## src/rtl/cpu_prefetch_unit_pkg.sv

```systemverilog
// Shared CPU definitions: reset vector, memory width codes, prefetch FSM states.
// Latency: n/a (types and constants only).
// Backpressure: n/a.
package cpu_pkg;

  localparam logic [31:0] RESET_PC = 32'h0800_0000;

  localparam logic [1:0] MW_BYTE = 2'd0;
  localparam logic [1:0] MW_HALF = 2'd1;
  localparam logic [1:0] MW_WORD = 2'd2;

  typedef enum logic [1:0] {
    S_IDLE = 2'd0,
    S_REQ  = 2'd1,
    S_DROP = 2'd2
  } pf_state_e;

endpackage

```

## src/rtl/cpu_prefetch_unit_if.sv

```systemverilog
// Prefetch unit bundle: core redirect/delivery signals plus the memory read port.
// Latency: none, wires only.
// Backpressure: instr_valid/instr_ready toward the core; mem_read is held until mem_ok.
interface cpu_prefetch_unit_if;
  logic        flush;
  logic [31:0] flush_pc;
  logic        flush_thumb;
  logic        instr_valid;
  logic        instr_ready;
  logic [31:0] instr;
  logic [31:0] instr_pc;
  logic [31:0] mem_addr;
  logic [1:0]  mem_width;
  logic        mem_read;
  logic [31:0] mem_rdata;
  logic        mem_ok;

  // The prefetch unit itself.
  modport master (
    input  flush, flush_pc, flush_thumb, instr_ready, mem_rdata, mem_ok,
    output instr_valid, instr, instr_pc, mem_addr, mem_width, mem_read
  );

  // Core plus memory slave on the other side.
  modport slave (
    output flush, flush_pc, flush_thumb, instr_ready, mem_rdata, mem_ok,
    input  instr_valid, instr, instr_pc, mem_addr, mem_width, mem_read
  );
endinterface

```

## src/rtl/cpu_prefetch_unit_pf_fifo.sv

```systemverilog
// Synchronous word FIFO with clear; head is visible without a pop.
// Latency: a push is visible at the head one cycle later.
// Backpressure: none internally; the caller never pushes into a full FIFO without also popping.
module pf_fifo #(
  parameter int unsigned DEPTH = 4,
  parameter int unsigned WIDTH = 32
) (
  input  logic                    clk,
  input  logic                    rstn,
  input  logic                    i_push,
  input  logic                    i_pop,
  input  logic                    i_clear,
  input  logic [WIDTH-1:0]        i_dat,
  output logic [WIDTH-1:0]        o_head,
  output logic [$clog2(DEPTH):0]  o_count
);
  localparam int unsigned AW = $clog2(DEPTH);
  localparam logic [AW-1:0] PTR_ONE = 1;
  localparam logic [AW:0]   CNT_ONE = 1;

  logic [WIDTH-1:0] r_mem [DEPTH];
  logic [AW-1:0]    r_wr_ptr;
  logic [AW-1:0]    r_rd_ptr;
  logic [AW:0]      r_count;

  // Pointers and occupancy; clear overrides push and pop, pointers wrap naturally.
  always_ff @(posedge clk) begin
    if (!rstn || i_clear) begin
      r_wr_ptr <= '0;
      r_rd_ptr <= '0;
      r_count  <= '0;
    end else begin
      if (i_push) r_wr_ptr <= r_wr_ptr + PTR_ONE;
      if (i_pop)  r_rd_ptr <= r_rd_ptr + PTR_ONE;
      case ({i_push, i_pop})
        2'b10:   r_count <= r_count + CNT_ONE;
        2'b01:   r_count <= r_count - CNT_ONE;
        default: r_count <= r_count;
      endcase
    end
  end

  // Storage write; a cleared cycle stores nothing.
  always_ff @(posedge clk) begin
    if (i_push && !i_clear) r_mem[r_wr_ptr] <= i_dat;
  end

  assign o_head  = r_mem[r_rd_ptr];
  assign o_count = r_count;
endmodule

```

## src/rtl/cpu_prefetch_unit.sv

```systemverilog
// Instruction prefetch: keeps DEPTH words read ahead and serves ARM words or Thumb halfwords.
// Latency: flush -> mem_read next cycle, instr_valid the cycle after (zero-wait memory).
// Backpressure: instr_ready stalls delivery; fetching pauses when the buffer is full.
module cpu_prefetch_unit #(
  parameter int unsigned DEPTH    = 4,
  parameter logic [31:0] RESET_PC = cpu_pkg::RESET_PC
) (
  input  logic                 clk,
  input  logic                 rstn,
  cpu_prefetch_unit_if.master  bus
);
  import cpu_pkg::*;

  localparam int unsigned   CW   = $clog2(DEPTH) + 1;
  localparam logic [CW-1:0] FULL = CW'(DEPTH);

  pf_state_e     r_state;
  pf_state_e     w_state_nxt;
  logic [31:0]   r_fetch_addr;
  logic [31:0]   r_drop_addr;
  logic [31:0]   r_deliver_pc;
  logic          r_thumb;
  logic [31:0]   w_head;
  logic [CW-1:0] w_count;
  logic [CW:0]   w_post_count;
  logic          w_valid;
  logic          w_accept;
  logic          w_push;
  logic          w_pop;
  logic [15:0]   w_half;

  pf_fifo #(.DEPTH(DEPTH), .WIDTH(32)) u_fifo (
    .clk     (clk),
    .rstn    (rstn),
    .i_push  (w_push),
    .i_pop   (w_pop),
    .i_clear (bus.flush),
    .i_dat   (bus.mem_rdata),
    .o_head  (w_head),
    .o_count (w_count)
  );

  // A flush cycle discards both returning data and the core's accept.
  assign w_valid      = (w_count != '0);
  assign w_accept     = w_valid && bus.instr_ready && !bus.flush;
  assign w_pop        = w_accept && (!r_thumb || r_deliver_pc[1]);
  assign w_push       = (r_state == S_REQ) && bus.mem_ok && !bus.flush;
  assign w_post_count = {1'b0, w_count} + {{CW{1'b0}}, w_push} - {{CW{1'b0}}, w_pop};

  // Next memory state; a flush either orphans the in-flight read or restarts fetching at once.
  always_comb begin
    w_state_nxt = r_state;
    case (r_state)
      S_IDLE:  if (w_count < FULL) w_state_nxt = S_REQ;
      S_REQ:   if (bus.mem_ok) w_state_nxt = (w_post_count < {1'b0, FULL}) ? S_REQ : S_IDLE;
      // The buffer is necessarily empty after a drop, so request again right away.
      S_DROP:  if (bus.mem_ok) w_state_nxt = S_REQ;
      default: w_state_nxt = S_IDLE;
    endcase
    if (bus.flush) begin
      if ((r_state != S_IDLE) && !bus.mem_ok) w_state_nxt = S_DROP;
      else                                    w_state_nxt = S_REQ;
    end
  end

  // State register.
  always_ff @(posedge clk) begin
    if (!rstn) r_state <= S_IDLE;
    else       r_state <= w_state_nxt;
  end

  // Fetch address; the orphaned read keeps its own copy so mem_addr stays stable.
  always_ff @(posedge clk) begin
    if (!rstn) begin
      r_fetch_addr <= RESET_PC;
      r_drop_addr  <= RESET_PC;
    end else begin
      if (bus.flush && (r_state == S_REQ) && !bus.mem_ok) r_drop_addr <= r_fetch_addr;
      if (bus.flush)   r_fetch_addr <= {bus.flush_pc[31:2], 2'b00};
      else if (w_push) r_fetch_addr <= r_fetch_addr + 32'd4;
    end
  end

  // Delivery address and instruction set state.
  always_ff @(posedge clk) begin
    if (!rstn) begin
      r_deliver_pc <= RESET_PC;
      r_thumb      <= 1'b0;
    end else if (bus.flush) begin
      r_deliver_pc <= bus.flush_thumb ? {bus.flush_pc[31:1], 1'b0} : {bus.flush_pc[31:2], 2'b00};
      r_thumb      <= bus.flush_thumb;
    end else if (w_accept) begin
      r_deliver_pc <= r_deliver_pc + (r_thumb ? 32'd2 : 32'd4);
    end
  end

  assign w_half          = r_deliver_pc[1] ? w_head[31:16] : w_head[15:0];
  assign bus.instr_valid = w_valid;
  assign bus.instr       = !w_valid ? 32'h0 : (r_thumb ? {16'h0, w_half} : w_head);
  assign bus.instr_pc    = r_deliver_pc;
  assign bus.mem_read    = (r_state != S_IDLE);
  assign bus.mem_addr    = (r_state == S_DROP) ? r_drop_addr : r_fetch_addr;
  assign bus.mem_width   = MW_WORD;
endmodule

```

## src/flat_wrapper.sv

```systemverilog
// flat-port wrapper written by rule: the top's interface ports become plain ports
module cpu_prefetch_unit_flat import cpu_pkg::*;
#(
  parameter int unsigned DEPTH    = 4,
  parameter logic [31:0] RESET_PC = cpu_pkg::RESET_PC
)
  (clk, rstn, bus_flush, bus_flush_pc, bus_flush_thumb, bus_instr_ready, bus_mem_rdata, bus_mem_ok, bus_instr_valid, bus_instr, bus_instr_pc, bus_mem_addr, bus_mem_width, bus_mem_read);
  cpu_prefetch_unit_if bus_i ();
  input  logic clk;
  input  logic rstn;
  input wire logic [$bits(bus_i.flush)-1:0] bus_flush;
  input wire logic [$bits(bus_i.flush_pc)-1:0] bus_flush_pc;
  input wire logic [$bits(bus_i.flush_thumb)-1:0] bus_flush_thumb;
  input wire logic [$bits(bus_i.instr_ready)-1:0] bus_instr_ready;
  input wire logic [$bits(bus_i.mem_rdata)-1:0] bus_mem_rdata;
  input wire logic [$bits(bus_i.mem_ok)-1:0] bus_mem_ok;
  output wire logic [$bits(bus_i.instr_valid)-1:0] bus_instr_valid;
  output wire logic [$bits(bus_i.instr)-1:0] bus_instr;
  output wire logic [$bits(bus_i.instr_pc)-1:0] bus_instr_pc;
  output wire logic [$bits(bus_i.mem_addr)-1:0] bus_mem_addr;
  output wire logic [$bits(bus_i.mem_width)-1:0] bus_mem_width;
  output wire logic [$bits(bus_i.mem_read)-1:0] bus_mem_read;
  assign bus_i.flush = bus_flush;
  assign bus_i.flush_pc = bus_flush_pc;
  assign bus_i.flush_thumb = bus_flush_thumb;
  assign bus_i.instr_ready = bus_instr_ready;
  assign bus_i.mem_rdata = bus_mem_rdata;
  assign bus_i.mem_ok = bus_mem_ok;
  assign bus_instr_valid = bus_i.instr_valid;
  assign bus_instr = bus_i.instr;
  assign bus_instr_pc = bus_i.instr_pc;
  assign bus_mem_addr = bus_i.mem_addr;
  assign bus_mem_width = bus_i.mem_width;
  assign bus_mem_read = bus_i.mem_read;
  cpu_prefetch_unit #(.DEPTH(DEPTH), .RESET_PC(RESET_PC)) u_core (.clk(clk), .rstn(rstn), .bus(bus_i));
endmodule
```

## config.mk

```make
export PLATFORM = sky130hd
export DESIGN_NAME = cpu_prefetch_unit_flat
export DESIGN_NICKNAME = d
export VERILOG_FILES = /design/src/rtl/cpu_prefetch_unit_pkg.sv /design/src/rtl/cpu_prefetch_unit_if.sv /design/src/rtl/cpu_prefetch_unit_pf_fifo.sv /design/src/rtl/cpu_prefetch_unit.sv /design/src/flat_wrapper.sv
export SDC_FILE = /design/constraint.sdc
export NUM_CORES = 1
export LEC_CHECK = 0
export CORE_MARGIN = 2
export CORE_UTILIZATION = 54
export DETAILED_ROUTE_END_ITERATION = 6
export HOLD_SLACK_MARGIN = 0.05
export PLACE_DENSITY = 0.81
export SLEW_MARGIN = 0
export SYNTH_ARGS = -nofsm -noshare
export SYNTH_HDL_FRONTEND = slang
export SYNTH_SLANG_ARGS = --single-unit
```

## constraint.sdc

```tcl
create_clock -name clk -period 4.1 [get_ports clk]
set_clock_uncertainty 0.2 [all_clocks]
set_input_delay 1.025 -clock clk [delete_from_list [all_inputs] [get_ports clk]]
set_output_delay 1.025 -clock clk [all_outputs]
set_load 0.05 [all_outputs]
```

==> impl.org, run 1 <==
#+TITLE: Flow metrics

** Outcome
- The run finished with clean final reports.

** Final layout
- In this run the layout overhead on the synthesized area is reported as 25.3%.
- In the layout the commonest cells are sky130_fd_sc_hd__clkdlybuf4s50_1, sky130_fd_sc_hd__edfxtp_1, sky130_fd_sc_hd__nand2_1.
- Most frequent standard cell in the layout excluding fill and tap cells :: sky130_fd_sc_hd__clkdlybuf4s50_1
- The net count of the finished layout is about 1,200.
- Final Instance Area :: 13,200 um^2

** Clock tree
- TritonCTS built the clock tree.
- Post-CTS repair ended up resizing 0 cells.
- Total CTS buffers :: 25
- In this run, post-CTS hold repair placed 0 buffers.
- The skew report gives the latency at the later pin of the worst-skew pair as 0.52 ns.
- Clock Sinks :: 231
- Number of levels the H-tree was split into :: 1
- The clock passes through at most 3 buffers.

** Synth
- Summed standard-cell area reported by yosys :: 10,500 um^2
- Per-instance average area after synthesis :: 11.4 um^2
- Summing the areas of all compound-gate instances in the mapped netlist gives 10.5% of the synthesized area.
- For this run, the leading register cell type out of synthesis is sky130_fd_sc_hd__edfxtp_1.
- Multiplexer area fraction after synthesis :: approximately a tenth
- Adder and majority gate portion of the synthesized area :: ~1.8%
- Synthesis Warnings :: 0
- Synth flops :: 231
- Sequential area share after synthesis :: between 50 and 60%
- The cell-mix breakdown from Yosys lists the simple-gate area share as around 16%.
- In the post-synthesis netlist, the biggest area contributors are sky130_fd_sc_hd__edfxtp_1, sky130_fd_sc_hd__dfxtp_1, sky130_fd_sc_hd__mux4_2.
- Before any placement, the netlist area is recorded as 10,500 um^2.

** Floorplan
- Die x size :: 144 um
- Per the OpenROAD floorplan log, the area of the core is 19,300 um^2.
- In this run the vertical extent of the chip is roughly 140 um.
- The chip occupies just over 20,000 um^2.

** Route
- In the final routed layout, each cell accounts on average for 19.6 um.
- DRT met1 WL :: ~11 mm
- Mean number of vias per cell :: around 6.0
- Wire segments on met2 add up to 13.3 mm in the final route.
- The routed design uses 2.19 mm of met3 wire.

** Pwr
- The script extracted a total leakage power of 4.40 nW.
- Highest ir drop seen on vdd :: 0.354 mV
- Dividing total power by cell area gives a power density of 411 nW/um^2.
- Total power :: 5.43 mW

** Worst setup path
- The critical path endpoint has a required time of around 2.9 ns.
- Worst setup path startpoint :: u_core.u_fifo.o_count[2]
- The worst setup path is launched from a flop.
- Top cell family by delay on the critical path :: buffers and inverters
- Worst setup path category :: flop to primary output
- The critical path ends at bus_instr[17].
- Chain of cells forming the critical path :: nor3_2 > buf_4 > nor2_1 > buf_4 > and2_1 > clkdlybuf4s50_1
- Element type at the critical path end :: primary output
- STA puts the critical path data arrival time at 2.71 ns.
- In this design, the critical path's most frequently occurring cell is sky130_fd_sc_hd__buf_4.
- The endpoint identified for the worst register-to-register timing path is u_core.r_state[0].
- Worst-case register-to-register setup slack :: 1.19 ns

** Global routing
- Pin count of the biggest net entering global routing :: 57
- Routing resource usage on met1 recorded by global route was 34.1%.
- Antenna violations before repair :: 1
- Routing resource usage on met2 recorded by global route was 42.9%.

** Placed design
- Placed insts :: approximately 1,300
- Once detailed placement completed, the half-perimeter wirelength came to between 15 and 20 mm.

** STA
- For reference, the final report shows the hold violation count at 0.
- Achievable frequency :: between 0.2 and 0.3 GHz
- The smallest clock period supported by the final layout is computed as 3.94 ns.
- The tightest hold path in the finished design has a slack of around 0.25 ns.
- Number of max-slew violations in the final report :: 0
- Final sum of negative setup slack :: 0 ns

** Job
- The stage logs contain a warning count of 31.
run 1: cell usage after synthesis (all sizes together), types with 2 or more instances:
cell type	n
clkbuf	49
buf	18
ha	12
o21ai	40
nand3	21
nor2	28
a2111oi	2
and4b	2
xnor2	10
nand2	120
conb	2
o21a	4
o311a	2
mux2	27
and2	21
o311ai	3
o31ai	13
dfxtp	103
xor2	10
nor4	14
a21o	3
a21oi	71
nand4	19
fa	2
nor3b	4
or4b	3
nor3	21
a211oi	11
edfxtp	128
and4	14
nor2b	8
or2	3
a31oi	22
or4	17
mux2i	5
nand2b	4
mux4	32
nor4b	2
a311oi	8
and3	6
inv	22
or3	12
o41ai	3
run 1: report_power, final:
group          switching (mW)  leakage [nW]  internal [mW]  total (mW)
Sequential             0.0837          2.00           2.52        2.60
Clock                   0.872         0.377           1.30        2.17
Combinational           0.407          2.02          0.250       0.657
run 1: flip-flops by register name (all words and copies together) (netlist names), named ones only:
register,cells
u_core.r_thumb,1
u_core.u_fifo.o_count,3
u_core.r_drop_addr,30
u_core.u_fifo.r_wr_ptr,2
u_core.u_fifo.r_mem,128
u_core.bus.instr_pc,31
u_core.r_fetch_addr,30
u_core.u_fifo.r_rd_ptr,2
u_core.r_state,2
run 1: layout make-up:
| class | count | area, um^2 | area share (%) |
|---|---|---|---|
| antenna | 2 | 5.00 | 0.0379 |
| clock buffer | 28 | 637 | 4.82 |
| clock inverter | 14 | 146 | 1.11 |
| inverter | 23 | 86.3 | 0.654 |
| multi-input combinational | 610 | 4290 | 32.5 |
| sequential | 231 | 5910 | 44.7 |
| tap | 265 | 332 | 2.51 |
| timing repair buffer | 190 | 1810 | 13.7 |
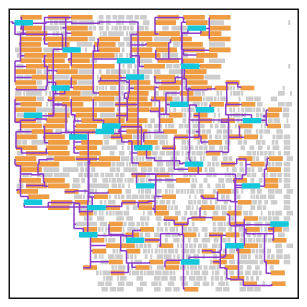
Fig. 1. Clock wires, drivers and flops (run 1).
Scale: 2 px per um.
cyan -> clock drivers  # count 25
orange -> flip-flops  # count 231
purple -> clock wires  # length 2,610 um
flops lie = widely spread

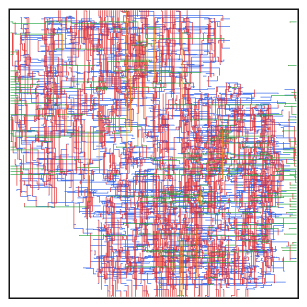
Fig. 2. Metal layers overlaid (run 1).
Scale: 2 px per um.
orange -> metal 4  # wire length 730 um
blue -> metal 1  # wire length 10,500 um
green -> metal 3  # wire length 2,190 um
red -> metal 2  # wire length 13,300 um
All-Layer GR Usage: 25.6%
drt total wl: 26.8 mm
routed via count: 8,194

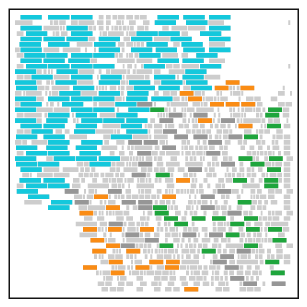
Fig. 3. Sequential cells coloured by netlist name (run 1).
Scale: 2 px per um.
green -> u_core.bus.instr_pc  # placed flops 31
cyan -> u_core.u_fifo.r_mem  # placed flops 128
orange -> u_core.r_drop_addr  # placed flops 30
not coloured = 42

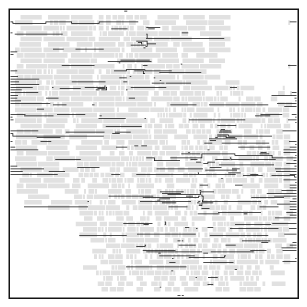
Fig. 4. Met3 routing (run 1).
Scale: 2 px per um. Cells faint in the background.
longest straight run = 49.5 um
main direction = horizontal
share of all routed wire = 8.2%

Fig. 5: run 1, routing congestion map
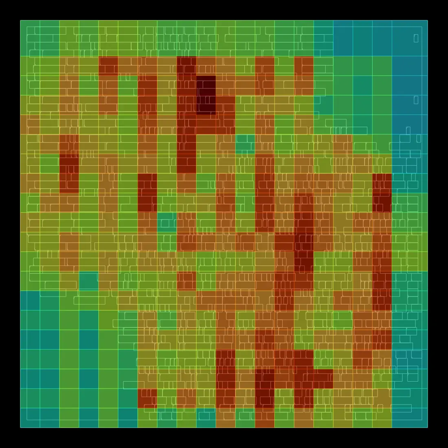

==> run 1 -> run 2 <==
Settings changed: CELL_PAD_IN_SITES_DETAIL_PLACEMENT set to 1, CELL_PAD_IN_SITES_GLOBAL_PLACEMENT set to 2, CORE_UTILIZATION 54 to 35, PLACE_DENSITY 0.81 to 0.8.
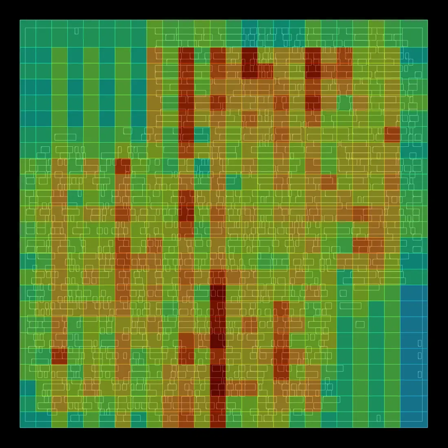
Fig. 6. Routing congestion map (run 2).
Top Usage Layer GRT: met2
average routed wire per standard cell: 21.0 um
met1 capacity usage during global routing: 27.7%
Global Route met2 Usage: 32.4%

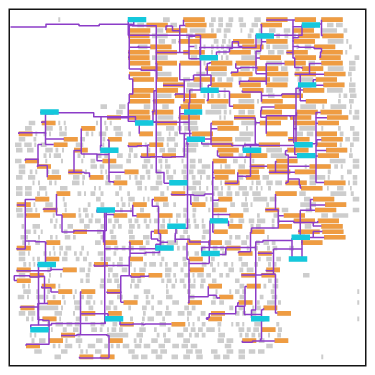
Fig. 7. Clock wires, drivers and flops (run 2).
Scale: 2 px per um.
purple -> clock wires  # length 3,110 um
orange -> flip-flops  # count 231
cyan -> clock drivers  # count 26
flops lie = widely spread
routed clock nets = 27

==> impl.org, run 2 <==
#+TITLE: Flow metrics

** Clock tree
- Counting along the longest clock path gives a buffer depth of 3.
- The clock drives 231 sinks.
- The report puts the hold buffer count at CTS at 0.
- Total CTS buffers :: 26
- For the worst-skew pair, the clock arrives at the later sink with an insertion delay of about 0.53 ns.
- TritonCTS built the clock tree.
- The number of gates resized after CTS was 0.
- Number of levels the H-tree was split into :: 1

** Floorplan
- The floorplan step set the die height to 178 um.
- Die x size :: 178 um
- For reference, the placement row count at floorplan is 63.
- According to the floorplan report, the placeable core area is 29,600 um^2.
- The die covers ~32,000 um^2.

** Worst setup path
- STA classifies the critical path startpoint as a flop.
- Data arrival time of the critical path :: 2.69 ns
- The report lists the cells along the critical path as buf_12 > mux4_2 > and2_1 > clkdlybuf4s50_1.
- Worst setup path category :: flop to primary output
- The worst setup path is captured at a primary output.
- The kind of cell with the highest combined delay along the critical path is buffers and inverters.

** Synth
- Commonest flop :: sky130_fd_sc_hd__edfxtp_1
- Summed standard-cell area reported by yosys :: approximately 11,000 um^2
- The warning tally printed by Yosys for this design is 0.
- Cell types with the highest counts after synthesis :: sky130_fd_sc_hd__edfxtp_1, sky130_fd_sc_hd__nand2_1, sky130_fd_sc_hd__dfxtp_1
- Of the synthesized area, sequential elements account for 56.0%.
- After synthesis the cells add up to 10,500 um^2.
- Per-instance average area after synthesis :: 11.4 um^2
- Top area cells in the synthesized netlist :: sky130_fd_sc_hd__edfxtp_1, sky130_fd_sc_hd__dfxtp_1, sky130_fd_sc_hd__mux4_2
- After synthesis the netlist holds a flip-flop and latch count of 231.
- In the post-synthesis netlist, the cell with the most instances is sky130_fd_sc_hd__edfxtp_1.

** Final layout
- After routing the design area is 13,500 um^2.
- The register with the most flip-flops in the layout has between 100 and 150 of them.
- Most frequent standard cell in the layout excluding fill and tap cells :: sky130_fd_sc_hd__clkdlybuf4s50_1
- The finished layout holds 1,496 standard cells, fillers aside.
- The flow measured a signed area growth from synthesis to layout of 28.2%.
- Area of combinational cells with multiple inputs :: around 4300 um^2
- Counting flops per register, the top entry is u_core.u_fifo.r_mem.
- The area taken by sequential standard cells is reported as 5910 um^2.
- The repair_antennas step left the layout with diodes totalling 0.

** Global routing
- The initial antenna violation count is 1.
- All-Layer GR Usage :: 19.8%
- Entering global routing, the biggest net connects 40 pins.

** STA
- Achievable frequency :: 0.256 GHz
- Number of endpoints with negative hold slack in the final report :: 0
- The final layout reports a setup TNS of 0 ns.
- Tmin final :: just under 4 ns
- Number of max-slew violations in the final report :: 0
- Final hold slack :: 0.252 ns

** Pwr
- Looking at the VDD voltage map, the peak drop is 0.274 mV.
- The combinational power reported by the tool is 678 uW.
- Leak pwr :: 4.45 nW
- Per report_power, the combinational group accounts for 12.1% of the total.
- In this run, flip-flops and latches consume roughly 46% of the power.
- The biggest slice of the total power is consumed by sequential cells.
- In this run, the clock network consumes ~42% of the power.
- Sequential Power :: 2.61 mW
- Per the breakdown, switching nets consume 26.5% of all power.
- Power in the clock group :: 2.33 mW
- Net load switching power :: about 1.5 mW
- The design draws around 5.6 mW.

** Route
- The routed layout has 8,060 vias.
- The routed design has 31.5 mm of wire.
- The routed design shows a via density per instance of roughly 5.4.

** Placed design
- The pre-CTS setup check shows a worst slack of 0.435 ns.
- Total half-perimeter wirelength after legalization and detailed placement :: 22.1 mm
- Per the placement report, the placed cell count is approximately 1,400.

** Job
- Tally of OpenROAD warnings :: 31

** Outcome
- Outcome :: complete, no violations
-- run 2: area by class of cell --
type	count	share of cell area, %
Clock buffer	32	5.20
Sequential cell	231	43.7
Timing Repair Buffer	194	14.0
Tap cell	390	3.61
Multi-Input combinational cell	610	31.7
Clock inverter	16	1.17
Inverter	23	0.639
-- run 2: worst register-to-register path, stage by stage (launching register included) --
cell,delay [ns]
sky130_fd_sc_hd__dfxtp_1,0.39
sky130_fd_sc_hd__inv_1,0.10
sky130_fd_sc_hd__ha_1,0.22
sky130_fd_sc_hd__nor3_1,0.28
sky130_fd_sc_hd__ha_1,0.20
sky130_fd_sc_hd__inv_1,0.04
sky130_fd_sc_hd__ha_1,0.25
sky130_fd_sc_hd__nor2b_1,0.15
sky130_fd_sc_hd__a2111oi_0,0.43
sky130_fd_sc_hd__a211oi_1,0.10
sky130_fd_sc_hd__o41ai_1,0.24
-- run 2: worst paths after layout --
path,depth (start not counted),to,slack [ns],from
max,4,bus_instr[29],0.19,flop
min,2,u_core.r_drop_addr[15],0.25,u_core.r_drop_addr[15]
max reg2reg,10,u_core.r_state[0],1.40,u_core.bus.instr_pc[1]
min reg2reg,2,u_core.r_drop_addr[15],0.25,u_core.r_drop_addr[15]
-- run 2: kinds of logic (layout without fill, tap and decap cells) --
group	after synthesis	after routing	synth area share [%]
and+or+nand+nor	322	322	16.1
DFF	231	231	56.0
AOI/OAI and AO/OA	185	185	10.5
buffers and inverters	90	265	3.59
muxes	64	64	10.2
xor gates and xnor gates	20	20	1.66
adders and majority gates	14	14	1.80
other	2	5	0.0713
-- run 2: metal layers --
metal / up-vias / track usage [%] / part of all wire (%)
met4: 2 / 5.60 / 2.5
met1: 4032 / 27.7 / 46
met5: - / 0 / 0.051
li1: 3813 / - / -
met2: 169 / 32.4 / 47
met3: 44 / 2.51 / 3.6
Power figures rest on the tool's default switching activity, not on a simulated workload.
